==> src/rtl/time_counter.sv <==
// BCD hour:minute:second counter advanced by rising edges of a 1 Hz strobe, with set mode and day tick.
// Optional alarm compiled in with `define TIME_COUNTER_ALARM_EN; ports are present in both builds.
module time_counter #(
    parameter logic [7:0] RESET_HR  = 8'h00,
    parameter logic [7:0] RESET_MIN = 8'h00
) (
    input  logic       clk,
    input  logic       rst,
    input  logic       sec_clk,
    input  logic       set_mode,
    input  logic       inc_hr,
    input  logic       inc_min,
    input  logic       alarm_arm,
    input  logic       alarm_ack,
    input  logic [7:0] alarm_hr,
    input  logic [7:0] alarm_min,
    output logic [7:0] hr,
    output logic [7:0] min,
    output logic [7:0] sec,
    output logic       day_tick,
    output logic       alarm_ring
);

    // BCD increment that wraps to 00 after reaching top.
    function automatic logic [7:0] inc_bcd(input logic [7:0] v, input logic [7:0] top);
        if (v == top)         return 8'h00;
        if (v[3:0] == 4'd9)   return {v[7:4] + 4'd1, 4'd0};
        return {v[7:4], v[3:0] + 4'd1};
    endfunction

    logic       sec_q;
    logic       tick;
    logic       sec_wrap, min_wrap;
    logic [7:0] sec_nx, min_nx, hr_nx;
    logic       day_nx;

    assign tick     = sec_clk & ~sec_q;
    assign sec_wrap = (sec == 8'h59);
    assign min_wrap = (min == 8'h59);

    always_comb begin
        sec_nx = sec;
        min_nx = min;
        hr_nx  = hr;
        day_nx = 1'b0;
        if (set_mode) begin
            // Ticks are dropped while setting; min does not carry into hr here.
            sec_nx = 8'h00;
            if (inc_min) min_nx = inc_bcd(min, 8'h59);
            if (inc_hr)  hr_nx  = inc_bcd(hr, 8'h23);
        end else if (tick) begin
            sec_nx = inc_bcd(sec, 8'h59);
            if (sec_wrap) begin
                min_nx = inc_bcd(min, 8'h59);
                if (min_wrap) begin
                    hr_nx  = inc_bcd(hr, 8'h23);
                    day_nx = (hr == 8'h23);
                end
            end
        end
    end

    always_ff @(posedge clk) begin
        if (rst) begin
            // sec_q=1 masks a strobe that is already high when reset releases.
            sec_q    <= 1'b1;
            sec      <= 8'h00;
            min      <= RESET_MIN;
            hr       <= RESET_HR;
            day_tick <= 1'b0;
        end else begin
            sec_q    <= sec_clk;
            sec      <= sec_nx;
            min      <= min_nx;
            hr       <= hr_nx;
            day_tick <= day_nx;
        end
    end

`ifdef TIME_COUNTER_ALARM_EN
    logic min_chg;
    logic ring_set, ring_clr;

    assign min_chg  = ~set_mode & tick & sec_wrap;
    assign ring_set = min_chg & alarm_arm & (min_nx == alarm_min) & (hr_nx == alarm_hr);
    // Any clear source, including the one-minute timeout, wins over a set.
    assign ring_clr = alarm_ack | ~alarm_arm | set_mode | (alarm_ring & min_chg);

    always_ff @(posedge clk) begin
        if (rst)           alarm_ring <= 1'b0;
        else if (ring_clr) alarm_ring <= 1'b0;
        else if (ring_set) alarm_ring <= 1'b1;
    end
`else
    logic alarm_unused;
    assign alarm_unused = ^{alarm_arm, alarm_ack, alarm_hr, alarm_min};
    assign alarm_ring   = 1'b0;
`endif

endmodule
==> config.mk <==
export PLATFORM = sky130hd
export DESIGN_NAME = time_counter
export DESIGN_NICKNAME = d
export VERILOG_FILES = /design/src/rtl/time_counter.sv
export SDC_FILE = /design/constraint.sdc
export NUM_CORES = 1
export LEC_CHECK = 0
export CAP_MARGIN = 20
export CORE_UTILIZATION = 46
export CTS_BUF_LIST = sky130_fd_sc_hd__clkbuf_4
export CTS_CLUSTER_SIZE = 30
export DETAILED_ROUTE_END_ITERATION = 8
export PLACE_DENSITY = 0.82
export SLEW_MARGIN = 30
export SYNTH_ARGS = -nofsm -noshare
export SYNTH_HDL_FRONTEND = slang
export SYNTH_SLANG_ARGS = --single-unit
export TNS_END_PERCENT = 30
==> constraint.sdc <==
create_clock -name clk -period 1.9 [get_ports clk]
set_input_delay 0.38 -clock clk [delete_from_list [all_inputs] [get_ports clk]]
set_output_delay 0.38 -clock clk [all_outputs]
set_load 0.02 [all_outputs]
==> results_slide.txt, run 1 <==
Physical Implementation Snapshot

Status
  • Status: finished, final reports clean

Yosys
  • Distinct lib cells: between 40 and 50
  • Post-synth ARST share: 0%
  • Syn_nets: 193

Routing
  • Drc violations: 0
  • Iter 0 DRT Violations: 30

Worst setup path
  • Critical Path Stages: 1
  • CP Launch Point: min[0]$_SDFFE_PP0P_

Layout
  • ANT cells: 0
  • FF/Latch Area: 526 µm²
  • Clock buffers: 3
  • Logic area: ~770 µm²

Die
  • TAP cells: 31

Worst hold path
  • WHS Endpoint: min[5]$_SDFFE_PP0P_
  • Hold wc startpoint: min[5]$_SDFFE_PP0P_

GRT
  • Initial antenna violation count: 0

CTS
  • Root buffer cell: clkbuf_4
  • H-Tree Depth: 1
  • Worst-path clk slew: roughly 0.13 ns

Power
  • IR drop worst, VDD: about 0.40 mV

Job
  • Max_cap viols: 0
[run 1: kinds of logic (layout without fill, tap and decap cells)]
kind of cell / count (synthesis) / after routing / synth area share [%]
AOI/OAI and AO/OA: 28 / 28 / 14.0
xor gates and xnor gates: 6 / 6 / 3.83
adders and majority gates: 12 / 12 / 10.9
buffers and inverters: 17 / 57 / 6.02
DFF: 26 / 26 / 37.9
muxes: 1 / 1 / 0.729
other: 1 / 1 / 0.273
and+or+nand+nor: 66 / 66 / 26.3
[run 1: per-stage QoR]
| step | area, µm² | hold WS [ns] | setup WS [ns] | cells |
|---|---|---|---|---|
| after floorplan | 1370 | 0.457 | 0.0215 | 157 |
| after CTS | 1790 | 0.521 | 0.0738 | 228 |
| final | 1800 | 0.502 | 0.0882 | 228 |
| after global routing | 1800 | 0.534 | 0.00226 | 228 |
| after global placement | 1770 | 0.479 | -0.130 | 225 |
| after detailed placement | 1770 | 0.503 | -0.170 | 225 |
[run 1: repair_timing]
action                                 in CTS  in global routing
setup buffers                               0                  0
gates resized                               0                  4
endpoints found under the hold margin       0                  0
setup endpoints to repair                   0                  9
[run 1: where the power goes]
part / internal (µW) / switching (µW)
clock network: 74.1 / 155
logic: 42.3 / 45.5
registers: 552 / 8.67
[run 1: routing by layer]
layer / track usage, % / vias to the layer above / wire length [µm]
li1: - / 629 / -
met1: 25.0 / 578 / 1290
met2: 33.1 / 32 / 1520
met3: 3.23 / 5 / 145
met4: 5.23 / 0 / 29
met5: 0 / - / 0
[run 1: sequential cells by signal, indices dropped and copies added (netlist names)]
name and cells:
hr 8, sec 8, sec_q 1, min 8, day_tick 1
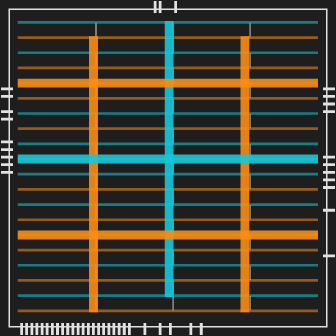
*Floorplan with the power grid, run 1*
Pins as bars on the die edge. Tap cells in gray.
Cyan stands for VDD. Orange stands for VSS.
3 straps on met4. The core has 19 rows. 50 signal pins sit on the boundary. 3 straps on met5. 20 met1 rails follow the rows.

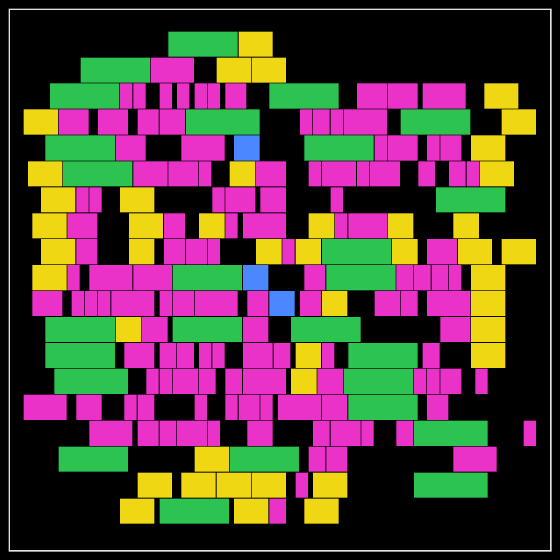
*Placed cells, one color a class, run 1*
Magenta stands for remaining logic cells, cells 125. Yellow stands for remaining buffers and delay cells, cells 43. Green stands for sequential cells, cells 26. Blue stands for clock-net drivers, cells 3.
Core Util, Final: 64.6%
Seq area share: 29.3%
core footprint: 0.00278 mm²

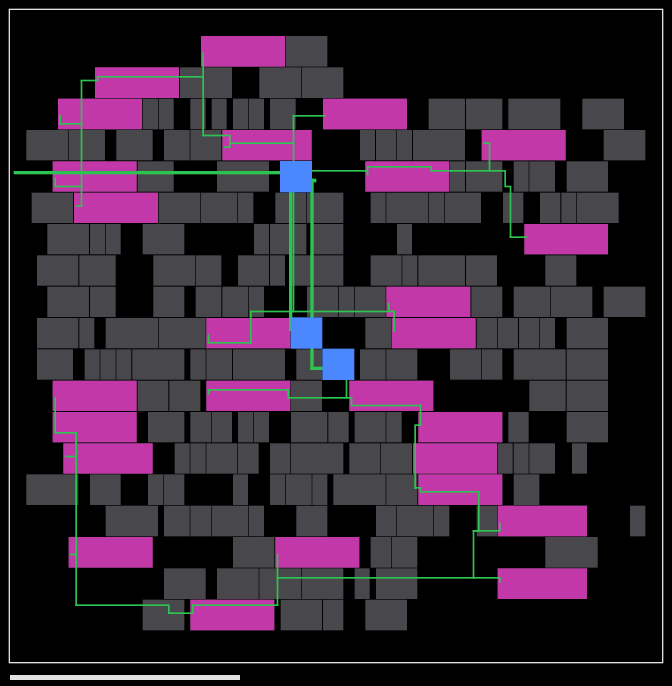
*Clock wires, drivers and flops, run 1*
Scale bar: 20 µm.
Magenta stands for flip-flops, count 26. Green stands for clock wires, length 285 µm. Blue stands for clock-net drivers, count 3.
There are 4 routed clock nets. Position of the flops: spread over the die.
Setup Skew: 0.00591 ns
Clk network pwr share: 26.1%
clock group power: 229 µW
Worst-Skew Late Latency: 0.31 ns

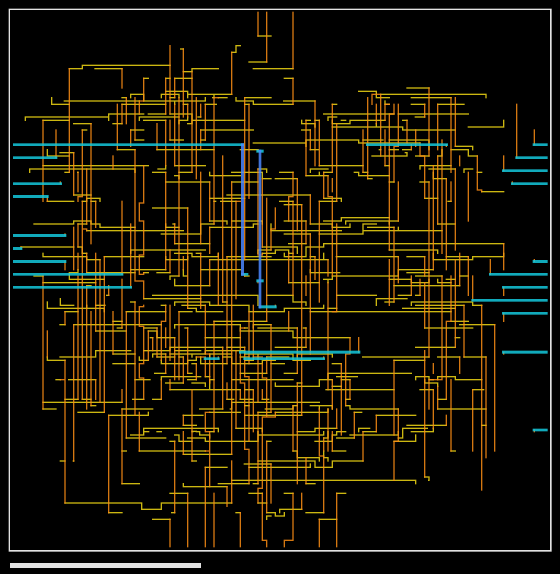
*Wiring by layer, run 1*
Scale bar: 20 µm.
Yellow stands for M1, wire length 1,290 µm. Blue stands for M4, wire length 29.9 µm. Cyan stands for M3, wire length 146 µm. Orange stands for M2, wire length 1,520 µm.
Vias: 1,244
all-layer global routing usage: 19.3%
wire per inst: 13.1 µm
drt total wl: 2980 µm

## Run 2: what changed since run 1
--- a/config.mk
+++ b/config.mk
@@ -10,6 +10,7 @@
 export CTS_BUF_LIST = sky130_fd_sc_hd__clkbuf_4
 export CTS_CLUSTER_SIZE = 30
 export DETAILED_ROUTE_END_ITERATION = 8
+export GPL_ROUTABILITY_DRIVEN = 0
 export PLACE_DENSITY = 0.82
 export SLEW_MARGIN = 30
 export SYNTH_ARGS = -nofsm -noshare
==> run 2 against run 1 <==
Compared with the run above:
- area after synthesis did not move
- global-route usage is the same
- clock power about the same
- cell area unchanged
- final cell count stayed put
- maximum frequency did not move
- first-iteration DRC count is the same
- largest cell class unchanged
- sequential cell count did not move
==> results_slide.txt, run 2 <==
Physical Implementation Snapshot

Status
  • Status: finished, final reports clean

CTS
  • Worst-Skew Late Latency: between 0.3 and 0.4 ns
  • CTS tree: yes
  • H-Tree Depth: 1
  • Root buffer cell: clkbuf_4
  • Worst-path clk slew: 0.13 ns

Routing
  • Iter 0 DRT Violations: 30
  • Wire per inst: 13.1 µm
  • Vias: 1,244
  • Drt total wl: 2980 µm
  • Drc violations: 0

Yosys
  • Syn. warnings: 0
  • Post-synth ARST share: 0%
  • Syn_nets: a little under 200

Job
  • Max_cap viols: 0

Power
  • Internal Power: 669 µW
  • Sequential power share: 63.9%
  • Clk network pwr share: between 20% and 30%
  • IR drop worst, VDD: just under 0.4 mV
  • P_seq: 561 µW
  • Comb power frac: 10.0%
  • Switch Pwr: about 210 µW
  • Sw Share: a little under a quarter
  • Biggest consumer: registers
  • Logic power comb: 87.8 µW

Layout
  • ANT cells: 0
  • Top flop regs: hr x8, min x8, sec x8
  • Non-filler cells in the finished layout: 228
  • Post-route cell area: 0.00180 mm²

Worst hold path
  • Hold wc startpoint: min[5]$_SDFFE_PP0P_
  • WHS Endpoint: min[5]$_SDFFE_PP0P_

GRT
  • All-layer global routing usage: 19.3%
  • Initial antenna violation count: 0

Final timing
  • Setup Skew: 0.00591 ns
  • Hold_ws: 0.502 ns

Placed design
  • Placed Area: approximately 0.0018 mm²
[run 2: cell counts after synthesis]
Identical to the previous run, type by type.
[run 2: cell type report]
| type | count | area [µm²] |
|---|---|---|
| clock buffers | 3 | 22.5 |
| fillers | 224 | 986 |
| inverters | 11 | 41.3 |
| multi-input cells | 114 | 769 |
| flip-flops and latches | 26 | 526 |
| well taps | 31 | 38.8 |
| repair buffers | 43 | 398 |
[run 2: cells by family after synthesis]
group                    after synthesis  synth area share [%]
AND/OR/NAND/NOR                       66                  26.3
AND-OR/OR-AND                         28                  14.0
flip-flops                            26                  37.9
buffers and inverters                 17                  6.02
adder cells (fa/ha/maj)               12                  10.9
XOR/XNOR                               6                  3.83
other                                  1                 0.273
multiplexers                           1                 0.729
[run 2: repair_timing]
action | 4_1_cts | 5_1_grt
setup buffers | 0 | 0
hold buffers | 0 | 0
endpoints found under the setup margin | 0 | 9
resized | 0 | 4
[run 2: routing by layer]
| metal | GRT usage [%] | vias up | routed length, µm |
|---|---|---|---|
| li1 | - | 629 | - |
| met1 | 25.0 | 578 | 1290 |
| met2 | 33.1 | 32 | 1520 |
| met3 | 3.23 | 5 | 145 |
| met4 | 5.23 | 0 | 29 |
| met5 | 0 | - | 0 |
[run 2: how the worst max path moves through the flow]
stage                   startpoint  depth (start not counted)             endpoint  slack [ns]
2_1_floorplan  sec[0]$_SDFFE_PP0P_                          7  min[7]$_SDFFE_PP0P_        0.02
3_3_place_gp               sec_clk                          6   hr[6]$_SDFFE_PP0P_       -0.13
3_5_place_dp               sec_clk                          6   hr[6]$_SDFFE_PP0P_       -0.17
4_1_cts        min[0]$_SDFFE_PP0P_                          1               min[0]        0.07
5_1_grt        sec[5]$_SDFFE_PP0P_                          8   hr[3]$_SDFFE_PP0P_       0.002
6_report       min[0]$_SDFFE_PP0P_                          1               min[0]        0.09
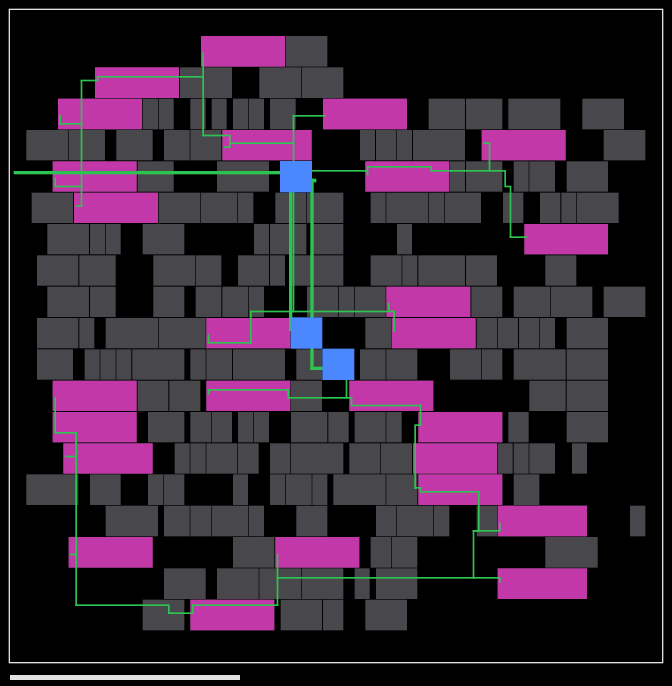
*Clock wires, drivers and flops, run 2*
Scale bar: 20 µm.
Green stands for clock wires, length 285 µm. Magenta stands for flip-flops, count 26. Blue stands for clock-net drivers, count 3.
There are 4 routed clock nets.

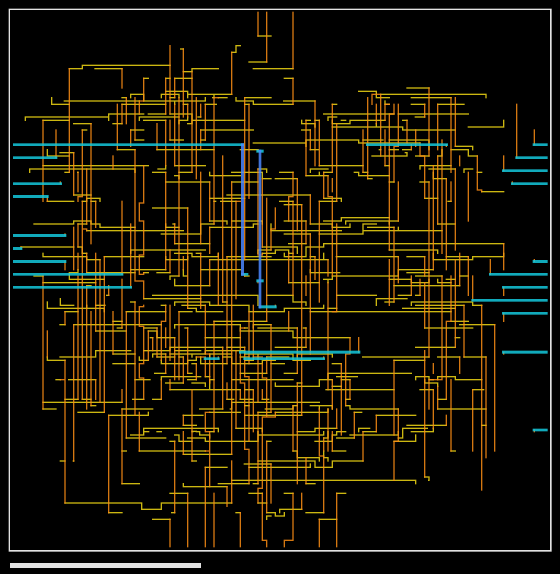
*Wiring by layer, run 2*
Scale bar: 20 µm.
Cyan stands for M3, wire length 146 µm. Yellow stands for M1, wire length 1,290 µm. Orange stands for M2, wire length 1,520 µm. Blue stands for M4, wire length 29.9 µm.

## Run 3: what changed since run 2
--- a/config.mk
+++ b/config.mk
@@ -5,7 +5,6 @@
 export SDC_FILE = /design/constraint.sdc
 export NUM_CORES = 1
 export LEC_CHECK = 0
-export CAP_MARGIN = 20
 export CORE_UTILIZATION = 46
 export CTS_BUF_LIST = sky130_fd_sc_hd__clkbuf_4
 export CTS_CLUSTER_SIZE = 30
@@ -16,4 +15,4 @@
 export SYNTH_ARGS = -nofsm -noshare
 export SYNTH_HDL_FRONTEND = slang
 export SYNTH_SLANG_ARGS = --single-unit
-export TNS_END_PERCENT = 30
+export TNS_END_PERCENT = 10
==> run 3 against run 2 <==
Compared with the run above:
- sequential power about the same
- sequential share of layout area unchanged
- cell area unchanged
- first-iteration DRC count unchanged
- area after synthesis unchanged
- final cell count unchanged
- register-to-register slack about the same
- core utilization unchanged
- clock skew unchanged
- critical path type unchanged
==> results_slide.txt, run 3 <==
Physical Implementation Snapshot

Power
  • IR drop worst, VDD: 0.397 mV
  • Internal Power: 669 µW
  • Sequential power share: 63.9%
  • Clk network pwr share: 26.1%
  • Switch Pwr: 209 µW

Layout
  • Logic area: 769 µm²
  • FF/Latch Area: 526 µm²
  • Filler cells: approximately 220
  • Non-filler cells in the finished layout: around 230

Placed design
  • Placed Area: ~0.0018 mm²
  • Pre-CTS WS: -0.170 ns

CTS
  • CTS tree: yes
  • Worst-path clk slew: 0.13 ns

GRT
  • Initial antenna violation count: 0
  • All-layer global routing usage: 19.3%

Routing
  • Drt total wl: 2980 µm
  • Wire per inst: 13.1 µm
  • Vias: 1,244

Status
  • Status: finished, final reports clean

Yosys
  • Syn. warnings: 0
  • Distinct lib cells: 43

Final timing
  • Setup Skew: 0.00591 ns
==> run 3: cell counts after synthesis <==
Identical to the previous run, type by type.
==> run 3: power by group through the flow <==
stage / combinational (µW) / clock [µW] / sequential [µW]
after floorplan: 41.3 / 0 / 579
after global placement: 84.0 / 0 / 572
after detailed placement: 87.2 / 0 / 573
after CTS: 87.7 / 233 / 561
after global routing: 95.0 / 258 / 563
final: 87.8 / 229 / 561
==> run 3: kinds of logic (layout without fill, tap and decap cells) <==
group	count (synthesis)	count (layout)	synth area share, %
buf+inv	17	57	6.02
simple gates	66	66	26.3
fa+ha+maj	12	12	10.9
xor+xnor	6	6	3.83
flops	26	26	37.9
other cells	1	1	0.273
compound gates	28	28	14.0
mux	1	1	0.729
==> run 3: layer usage <==
metal | share of wire (%) | up-vias | track usage (%)
met2 | 51 | 32 | 33.1
li1 | - | 629 | -
met4 | 0.97 | 0 | 5.23
met1 | 43 | 578 | 25.0
met5 | 0 | - | 0
met3 | 4.9 | 5 | 3.23
==> run 3: cell type report <==
type                            instances  area share (%)
Tap cell                               31            2.16
Sequential cell                        26            29.3
Clock buffer                            3            1.25
Timing Repair Buffer                   43            22.2
Inverter                               11            2.30
Multi-Input combinational cell        114            42.9
==> run 3: worst max-delay path by stage <==
stage	endpoint	slack (ns)	cells after the start
2_1_floorplan	min[7]$_SDFFE_PP0P_	0.02	7
3_3_place_gp	hr[6]$_SDFFE_PP0P_	-0.13	6
3_5_place_dp	hr[6]$_SDFFE_PP0P_	-0.17	6
4_1_cts	min[0]	0.07	1
5_1_grt	hr[3]$_SDFFE_PP0P_	0.002	8
6_report	min[0]	0.09	1
==> run 3: repair_timing <==
item                                    4_1_cts  5_1_grt
hold endpoints to repair                      0        0
endpoints found under the setup margin        0        9
gates resized                                 0        4
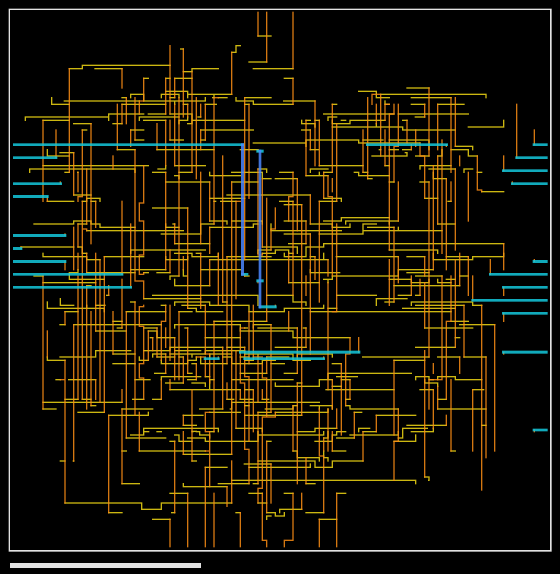
*Wiring by layer, run 3*
Scale bar: 20 µm.
Cyan stands for M3, wire length 146 µm. Yellow stands for M1, wire length 1,290 µm. Orange stands for M2, wire length 1,520 µm. Blue stands for M4, wire length 29.9 µm.

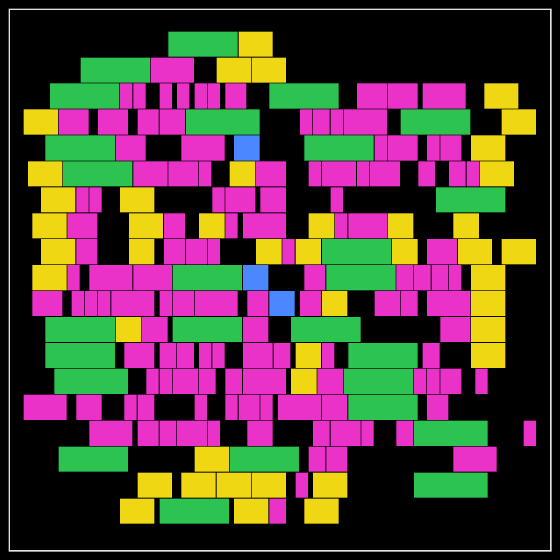
*Placed cells, one color a class, run 3*
Green stands for sequential cells, cells 26. Yellow stands for remaining buffers and delay cells, cells 43. Blue stands for clock-net drivers, cells 3. Magenta stands for remaining logic cells, cells 125.
post-route cell area: 0.00180 mm²
Core Rows: 19

Power and IR drop assume default switching activity.
